**config.mk**
```make
export PLATFORM = sky130hd
export DESIGN_NAME = mac_table_sched_flat
export DESIGN_NICKNAME = d
export VERILOG_FILES = /design/src/rtl/mac_table_sched_pkg.sv /design/src/rtl/mac_table_sched_if.sv /design/src/rtl/mac_table_sched_entries.sv /design/src/rtl/mac_table_sched.sv /design/src/flat_wrapper.sv
export SDC_FILE = /design/constraint.sdc
export NUM_CORES = 2
export LEC_CHECK = 0
export ABC_CLOCK_PERIOD_IN_PS = 6680
export CAP_MARGIN = 20
export CORE_MARGIN = 2
export CORE_UTILIZATION = 40
export DETAILED_ROUTE_END_ITERATION = 10
export PLACE_DENSITY = 0.68
export REMOVE_ABC_BUFFERS = 1
export SLEW_MARGIN = 0
export SYNTH_ARGS = -nofsm -noshare
export SYNTH_HDL_FRONTEND = slang
export SYNTH_HIERARCHICAL = 1
export SYNTH_SLANG_ARGS = --single-unit
```
**constraint.sdc**
```tcl
create_clock -name clk -period 6.68 [get_ports clk]
set_clock_uncertainty 0.1 [all_clocks]
set_input_delay 0.668 -clock clk [delete_from_list [all_inputs] [get_ports clk]]
set_output_delay 0.668 -clock clk [all_outputs]
set_load 0.02 [all_outputs]
```
**src/rtl/mac_table_sched_pkg.sv**
```systemverilog
// Shared constants, FSM state encoding and helpers for the MAC learning table scheduler.
package mac_table_sched_pkg;
    localparam int          MAC_WIDTH      = 48;
    localparam int          PORT_WIDTH_DEF = 16;
    localparam logic [15:0] FLOOD_MASK_DEF = 16'h0055;

    typedef enum logic [2:0] {
        ST_IDLE,
        ST_LOOKUP,
        ST_LEARN_SRCH,
        ST_LEARN_WR,
        ST_AGE
    } state_t;

    function automatic logic [15:0] sat_inc16(input logic [15:0] v);
        return (v == 16'hFFFF) ? v : v + 16'd1;
    endfunction
endpackage

```
**src/rtl/mac_table_sched_if.sv**
```systemverilog
// Lookup and learn request/acknowledge bundle between the port-lookup stage and the table scheduler.
interface mac_table_sched_if #(
    parameter int PORT_WIDTH = 16
);
    import mac_table_sched_pkg::*;

    logic                  lkup_req;
    logic [MAC_WIDTH-1:0]  lkup_mac;
    logic [PORT_WIDTH-1:0] lkup_src_port;
    logic                  lkup_ack;
    logic                  lkup_hit;
    logic [PORT_WIDTH-1:0] lkup_port;
    logic                  learn_req;
    logic [MAC_WIDTH-1:0]  learn_mac;
    logic [PORT_WIDTH-1:0] learn_port;
    logic                  learn_ack;

    modport master (
        output lkup_req, lkup_mac, lkup_src_port, learn_req, learn_mac, learn_port,
        input  lkup_ack, lkup_hit, lkup_port, learn_ack
    );

    modport slave (
        input  lkup_req, lkup_mac, lkup_src_port, learn_req, learn_mac, learn_port,
        output lkup_ack, lkup_hit, lkup_port, learn_ack
    );
endinterface

```
**src/rtl/mac_table_sched_entries.sv**
```systemverilog
// Entry storage (valid, active, mac, port) with an all-entries parallel compare against one key.
module mac_table_sched_entries
    import mac_table_sched_pkg::*;
#(
    parameter int NUM_ENTRIES = 16,
    parameter int PORT_WIDTH  = 16,
    parameter int IDX_W       = $clog2(NUM_ENTRIES)
) (
    input  logic                  clk,
    input  logic                  reset,
    input  logic [MAC_WIDTH-1:0]  key,
    input  logic                  wr_en,
    input  logic [IDX_W-1:0]      wr_idx,
    input  logic [MAC_WIDTH-1:0]  wr_mac,
    input  logic [PORT_WIDTH-1:0] wr_port,
    input  logic                  act_en,
    input  logic [IDX_W-1:0]      act_idx,
    input  logic                  age_en,
    input  logic [IDX_W-1:0]      age_idx,
    output logic                  match,
    output logic [IDX_W-1:0]      match_idx,
    output logic [PORT_WIDTH-1:0] match_port,
    output logic [IDX_W-1:0]      first_free_idx,
    output logic                  any_free,
    output logic                  full
);
    logic [NUM_ENTRIES-1:0] valid_vec;
    logic [NUM_ENTRIES-1:0] hit_vec;
    logic [PORT_WIDTH-1:0]  port_vec [NUM_ENTRIES];
    logic                   full_q;

    genvar gi;
    generate
        for (gi = 0; gi < NUM_ENTRIES; gi++) begin : g_ent
            logic                  valid_q, valid_d;
            logic                  active_q, active_d;
            logic [MAC_WIDTH-1:0]  mac_q;
            logic [PORT_WIDTH-1:0] port_q;
            logic                  sel_wr, sel_act, sel_age;

            assign sel_wr  = wr_en  && (wr_idx  == IDX_W'(gi));
            assign sel_act = act_en && (act_idx == IDX_W'(gi));
            assign sel_age = age_en && (age_idx == IDX_W'(gi));

            // An aging visit first demotes an active entry, and only evicts it on the next visit.
            always_comb begin
                valid_d  = valid_q;
                active_d = active_q;
                if (sel_age) begin
                    if (active_q) active_d = 1'b0;
                    else          valid_d  = 1'b0;
                end
                if (sel_act) active_d = 1'b1;
                if (sel_wr) begin
                    valid_d  = 1'b1;
                    active_d = 1'b1;
                end
            end

            always_ff @(posedge clk or negedge reset) begin
                if (!reset) begin
                    valid_q  <= 1'b0;
                    active_q <= 1'b0;
                end else begin
                    valid_q  <= valid_d;
                    active_q <= active_d;
                end
            end

            always_ff @(posedge clk) begin
                if (sel_wr) begin
                    mac_q  <= wr_mac;
                    port_q <= wr_port;
                end
            end

            assign valid_vec[gi] = valid_q;
            assign hit_vec[gi]   = valid_q && (mac_q == key);
            assign port_vec[gi]  = port_q;
        end
    endgenerate

    // Learns update in place, so at most one hit bit is set and OR-reduction is exact.
    always_comb begin
        match_idx      = '0;
        match_port     = '0;
        first_free_idx = '0;
        for (int i = 0; i < NUM_ENTRIES; i++) begin
            if (hit_vec[i]) begin
                match_idx  = match_idx | IDX_W'(i);
                match_port = match_port | port_vec[i];
            end
        end
        for (int i = NUM_ENTRIES - 1; i >= 0; i--) begin
            if (!valid_vec[i]) first_free_idx = IDX_W'(i);
        end
    end

    assign match    = |hit_vec;
    assign any_free = ~&valid_vec;

    always_ff @(posedge clk or negedge reset) begin
        if (!reset) full_q <= 1'b0;
        else        full_q <= &valid_vec;
    end

    assign full = full_q;
endmodule

```
**src/rtl/mac_table_sched.sv**
```systemverilog
// MAC learning table owner: arbitrates lookups, learns and the aging sweep onto one table.
module mac_table_sched
    import mac_table_sched_pkg::*;
#(
    parameter int                    NUM_ENTRIES = 16,
    parameter int                    PORT_WIDTH  = PORT_WIDTH_DEF,
    parameter logic [PORT_WIDTH-1:0] FLOOD_MASK  = FLOOD_MASK_DEF,
    parameter logic [31:0]           AGE_PERIOD  = 32'd125000
) (
    input  logic              clk,
    input  logic              reset,
    mac_table_sched_if.slave  bus,
    output logic [15:0]       hit_count,
    output logic [15:0]       miss_count,
    output logic              table_full
);
    localparam int IDX_W = $clog2(NUM_ENTRIES);

    state_t                state_q, state_d;
    logic                  last_lkup_q, last_lkup_d;
    logic [MAC_WIDTH-1:0]  key_q, key_d;
    logic [PORT_WIDTH-1:0] kport_q, kport_d;
    logic [IDX_W-1:0]      tgt_idx_q, tgt_idx_d;
    logic                  bump_ptr_q, bump_ptr_d;
    logic [IDX_W-1:0]      wr_ptr_q, wr_ptr_d;
    logic [31:0]           age_cnt_q, age_cnt_d;
    logic                  age_pend_q, age_pend_d;
    logic [IDX_W-1:0]      sweep_idx_q, sweep_idx_d;
    logic                  lkup_ack_q, lkup_ack_d;
    logic                  lkup_hit_q, lkup_hit_d;
    logic [PORT_WIDTH-1:0] lkup_port_q, lkup_port_d;
    logic                  learn_ack_q, learn_ack_d;
    logic [15:0]           hit_cnt_q, hit_cnt_d;
    logic [15:0]           miss_cnt_q, miss_cnt_d;

    logic                  match, any_free, age_tick, lk_pend, ln_pend;
    logic [IDX_W-1:0]      match_idx, first_free_idx;
    logic [PORT_WIDTH-1:0] match_port;

    mac_table_sched_entries #(
        .NUM_ENTRIES (NUM_ENTRIES),
        .PORT_WIDTH  (PORT_WIDTH),
        .IDX_W       (IDX_W)
    ) u_entries (
        .clk            (clk),
        .reset          (reset),
        .key            (key_q),
        .wr_en          (state_q == ST_LEARN_WR),
        .wr_idx         (tgt_idx_q),
        .wr_mac         (key_q),
        .wr_port        (kport_q),
        .act_en         ((state_q == ST_LOOKUP) && match),
        .act_idx        (match_idx),
        .age_en         (state_q == ST_AGE),
        .age_idx        (sweep_idx_q),
        .match          (match),
        .match_idx      (match_idx),
        .match_port     (match_port),
        .first_free_idx (first_free_idx),
        .any_free       (any_free),
        .full           (table_full)
    );

    // A request is still high during its own ack cycle; it must not be served twice.
    assign lk_pend  = bus.lkup_req  && !lkup_ack_q;
    assign ln_pend  = bus.learn_req && !learn_ack_q;
    assign age_tick = (age_cnt_q == AGE_PERIOD - 32'd1);

    always_comb begin
        state_d     = state_q;
        last_lkup_d = last_lkup_q;
        key_d       = key_q;
        kport_d     = kport_q;
        tgt_idx_d   = tgt_idx_q;
        bump_ptr_d  = bump_ptr_q;
        wr_ptr_d    = wr_ptr_q;
        sweep_idx_d = sweep_idx_q;
        lkup_ack_d  = 1'b0;
        lkup_hit_d  = lkup_hit_q;
        lkup_port_d = lkup_port_q;
        learn_ack_d = 1'b0;
        hit_cnt_d   = hit_cnt_q;
        miss_cnt_d  = miss_cnt_q;
        age_cnt_d   = age_tick ? 32'd0 : age_cnt_q + 32'd1;
        age_pend_d  = age_pend_q;
        if (age_tick && !age_pend_q) age_pend_d = 1'b1;

        unique case (state_q)
            ST_IDLE: begin
                if (lk_pend && (!ln_pend || !last_lkup_q)) begin
                    state_d     = ST_LOOKUP;
                    key_d       = bus.lkup_mac;
                    kport_d     = bus.lkup_src_port;
                    last_lkup_d = 1'b1;
                end else if (ln_pend) begin
                    state_d     = ST_LEARN_SRCH;
                    key_d       = bus.learn_mac;
                    kport_d     = bus.learn_port;
                    last_lkup_d = 1'b0;
                end else if (age_pend_q) begin
                    state_d = ST_AGE;
                end
            end
            ST_LOOKUP: begin
                state_d     = ST_IDLE;
                lkup_ack_d  = 1'b1;
                lkup_hit_d  = match;
                lkup_port_d = match ? match_port : (FLOOD_MASK & ~kport_q);
                if (match) hit_cnt_d  = sat_inc16(hit_cnt_q);
                else       miss_cnt_d = sat_inc16(miss_cnt_q);
            end
            ST_LEARN_SRCH: begin
                state_d    = ST_LEARN_WR;
                tgt_idx_d  = match ? match_idx : (any_free ? first_free_idx : wr_ptr_q);
                bump_ptr_d = !match && !any_free;
            end
            ST_LEARN_WR: begin
                state_d     = ST_IDLE;
                learn_ack_d = 1'b1;
                if (bump_ptr_q) wr_ptr_d = wr_ptr_q + IDX_W'(1);
            end
            ST_AGE: begin
                state_d     = ST_IDLE;
                sweep_idx_d = sweep_idx_q + IDX_W'(1);
                if (sweep_idx_q == IDX_W'(NUM_ENTRIES - 1)) age_pend_d = 1'b0;
            end
            default: state_d = ST_IDLE;
        endcase
    end

    always_ff @(posedge clk or negedge reset) begin
        if (!reset) begin
            state_q     <= ST_IDLE;
            last_lkup_q <= 1'b0;
            key_q       <= '0;
            kport_q     <= '0;
            tgt_idx_q   <= '0;
            bump_ptr_q  <= 1'b0;
            wr_ptr_q    <= '0;
            age_cnt_q   <= '0;
            age_pend_q  <= 1'b0;
            sweep_idx_q <= '0;
            lkup_ack_q  <= 1'b0;
            lkup_hit_q  <= 1'b0;
            lkup_port_q <= '0;
            learn_ack_q <= 1'b0;
            hit_cnt_q   <= '0;
            miss_cnt_q  <= '0;
        end else begin
            state_q     <= state_d;
            last_lkup_q <= last_lkup_d;
            key_q       <= key_d;
            kport_q     <= kport_d;
            tgt_idx_q   <= tgt_idx_d;
            bump_ptr_q  <= bump_ptr_d;
            wr_ptr_q    <= wr_ptr_d;
            age_cnt_q   <= age_cnt_d;
            age_pend_q  <= age_pend_d;
            sweep_idx_q <= sweep_idx_d;
            lkup_ack_q  <= lkup_ack_d;
            lkup_hit_q  <= lkup_hit_d;
            lkup_port_q <= lkup_port_d;
            learn_ack_q <= learn_ack_d;
            hit_cnt_q   <= hit_cnt_d;
            miss_cnt_q  <= miss_cnt_d;
        end
    end

    assign bus.lkup_ack  = lkup_ack_q;
    assign bus.lkup_hit  = lkup_hit_q;
    assign bus.lkup_port = lkup_port_q;
    assign bus.learn_ack = learn_ack_q;
    assign hit_count     = hit_cnt_q;
    assign miss_count    = miss_cnt_q;
endmodule

```
**src/flat_wrapper.sv**
```systemverilog
// flat-port wrapper written by rule: the top's interface ports become plain ports
module mac_table_sched_flat import mac_table_sched_pkg::*;
#(
    parameter int                    NUM_ENTRIES = 16,
    parameter int                    PORT_WIDTH  = PORT_WIDTH_DEF,
    parameter logic [PORT_WIDTH-1:0] FLOOD_MASK  = FLOOD_MASK_DEF,
    parameter logic [31:0]           AGE_PERIOD  = 32'd125000
)
  (clk, reset, hit_count, miss_count, table_full, bus_lkup_req, bus_lkup_mac, bus_lkup_src_port, bus_learn_req, bus_learn_mac, bus_learn_port, bus_lkup_ack, bus_lkup_hit, bus_lkup_port, bus_learn_ack);
  mac_table_sched_if #(.PORT_WIDTH(PORT_WIDTH)) bus_i ();
  input  logic clk;
  input  logic reset;
  output logic [15:0] hit_count;
  output logic [15:0] miss_count;
  output logic table_full;
  input wire logic [$bits(bus_i.lkup_req)-1:0] bus_lkup_req;
  input wire logic [$bits(bus_i.lkup_mac)-1:0] bus_lkup_mac;
  input wire logic [$bits(bus_i.lkup_src_port)-1:0] bus_lkup_src_port;
  input wire logic [$bits(bus_i.learn_req)-1:0] bus_learn_req;
  input wire logic [$bits(bus_i.learn_mac)-1:0] bus_learn_mac;
  input wire logic [$bits(bus_i.learn_port)-1:0] bus_learn_port;
  output wire logic [$bits(bus_i.lkup_ack)-1:0] bus_lkup_ack;
  output wire logic [$bits(bus_i.lkup_hit)-1:0] bus_lkup_hit;
  output wire logic [$bits(bus_i.lkup_port)-1:0] bus_lkup_port;
  output wire logic [$bits(bus_i.learn_ack)-1:0] bus_learn_ack;
  assign bus_i.lkup_req = bus_lkup_req;
  assign bus_i.lkup_mac = bus_lkup_mac;
  assign bus_i.lkup_src_port = bus_lkup_src_port;
  assign bus_i.learn_req = bus_learn_req;
  assign bus_i.learn_mac = bus_learn_mac;
  assign bus_i.learn_port = bus_learn_port;
  assign bus_lkup_ack = bus_i.lkup_ack;
  assign bus_lkup_hit = bus_i.lkup_hit;
  assign bus_lkup_port = bus_i.lkup_port;
  assign bus_learn_ack = bus_i.learn_ack;
  mac_table_sched #(.NUM_ENTRIES(NUM_ENTRIES), .PORT_WIDTH(PORT_WIDTH), .FLOOD_MASK(FLOOD_MASK), .AGE_PERIOD(AGE_PERIOD)) u_core (.clk(clk), .reset(reset), .bus(bus_i), .hit_count(hit_count), .miss_count(miss_count), .table_full(table_full));
endmodule
```
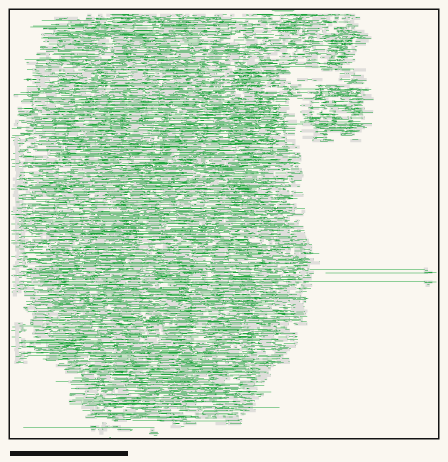
Figure 1: metal 1.
Scale bar: 100 µm. Cells faint in the background.
main direction	horizontal
wire length on this layer	59.3 mm
routing usage on met1: 30.1%
via count: 30200
routed wire length: 141000 µm

==> ci_impl_report.md <==
### Yosys + OpenROAD results

| Metric | Value |
|---|---|
| Status | `finished clean` |
| IO Port Bufs | `183` |
| GRT busiest layer | `met2` |
| Number of hold violations in the final report | `0` |
| Nets | `3763` |
| Slowest cell delay on critical path | `0.69 ns` |
| CTS Buf Count | `117` |
| Post-Syn Instances | `3361` |
| Max Used Layer | `met4` |
| Antenna-violating nets left | `0` |
| Critical Path End | `u_core/u_entries/g_ent[2].active_q$_DFFE_PN0P_` |
| CTS tree | `yes` |
| Top pwr grp | `registers` |
| Largest registers | `u_core/u_entries/g_ent.mac_q (768), u_core/u_entries/g_ent.port_q (256), u_core/key_q (48)` |
| Clkbuf count | `142` |
| RePlAce Congestion | `0.859` |
| Commonest Layout Cell | `edfxtp_1` |
| Sequential share of the synthesized area | `69.6%` |
| P_clk | `7.05 mW` |
| Tool warnings | `29` |
| Synth top cells by count | `edfxtp_1, xor2_1, dfrtp_1` |
| Setup-failing EPs final | `0` |
| Invs w/o clock | `65` |
| Async SR Flop Fraction | `16.2%` |
| Vias in the first global route | `29300` |
| Most common logic cells in the final layout | `edfxtp_1, xor2_1, xnor2_1, clkdlybuf4s50_1, nand2_1` |
| Avg WL per Cell | `26.1 µm` |
| Top delay family on crit path | `simple AND/OR/NAND/NOR gates` |
| Overall Global Routing Usage | `21.1%` |
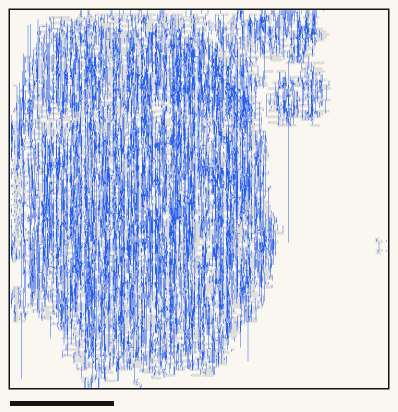
Figure 2: M2 wires.
Scale bar: 100 µm. Cells faint in the background.
share of all routed wire	46%
main direction	vertical
grt met2 use: 33.4%

Power is estimated from default activity; no workload was simulated.
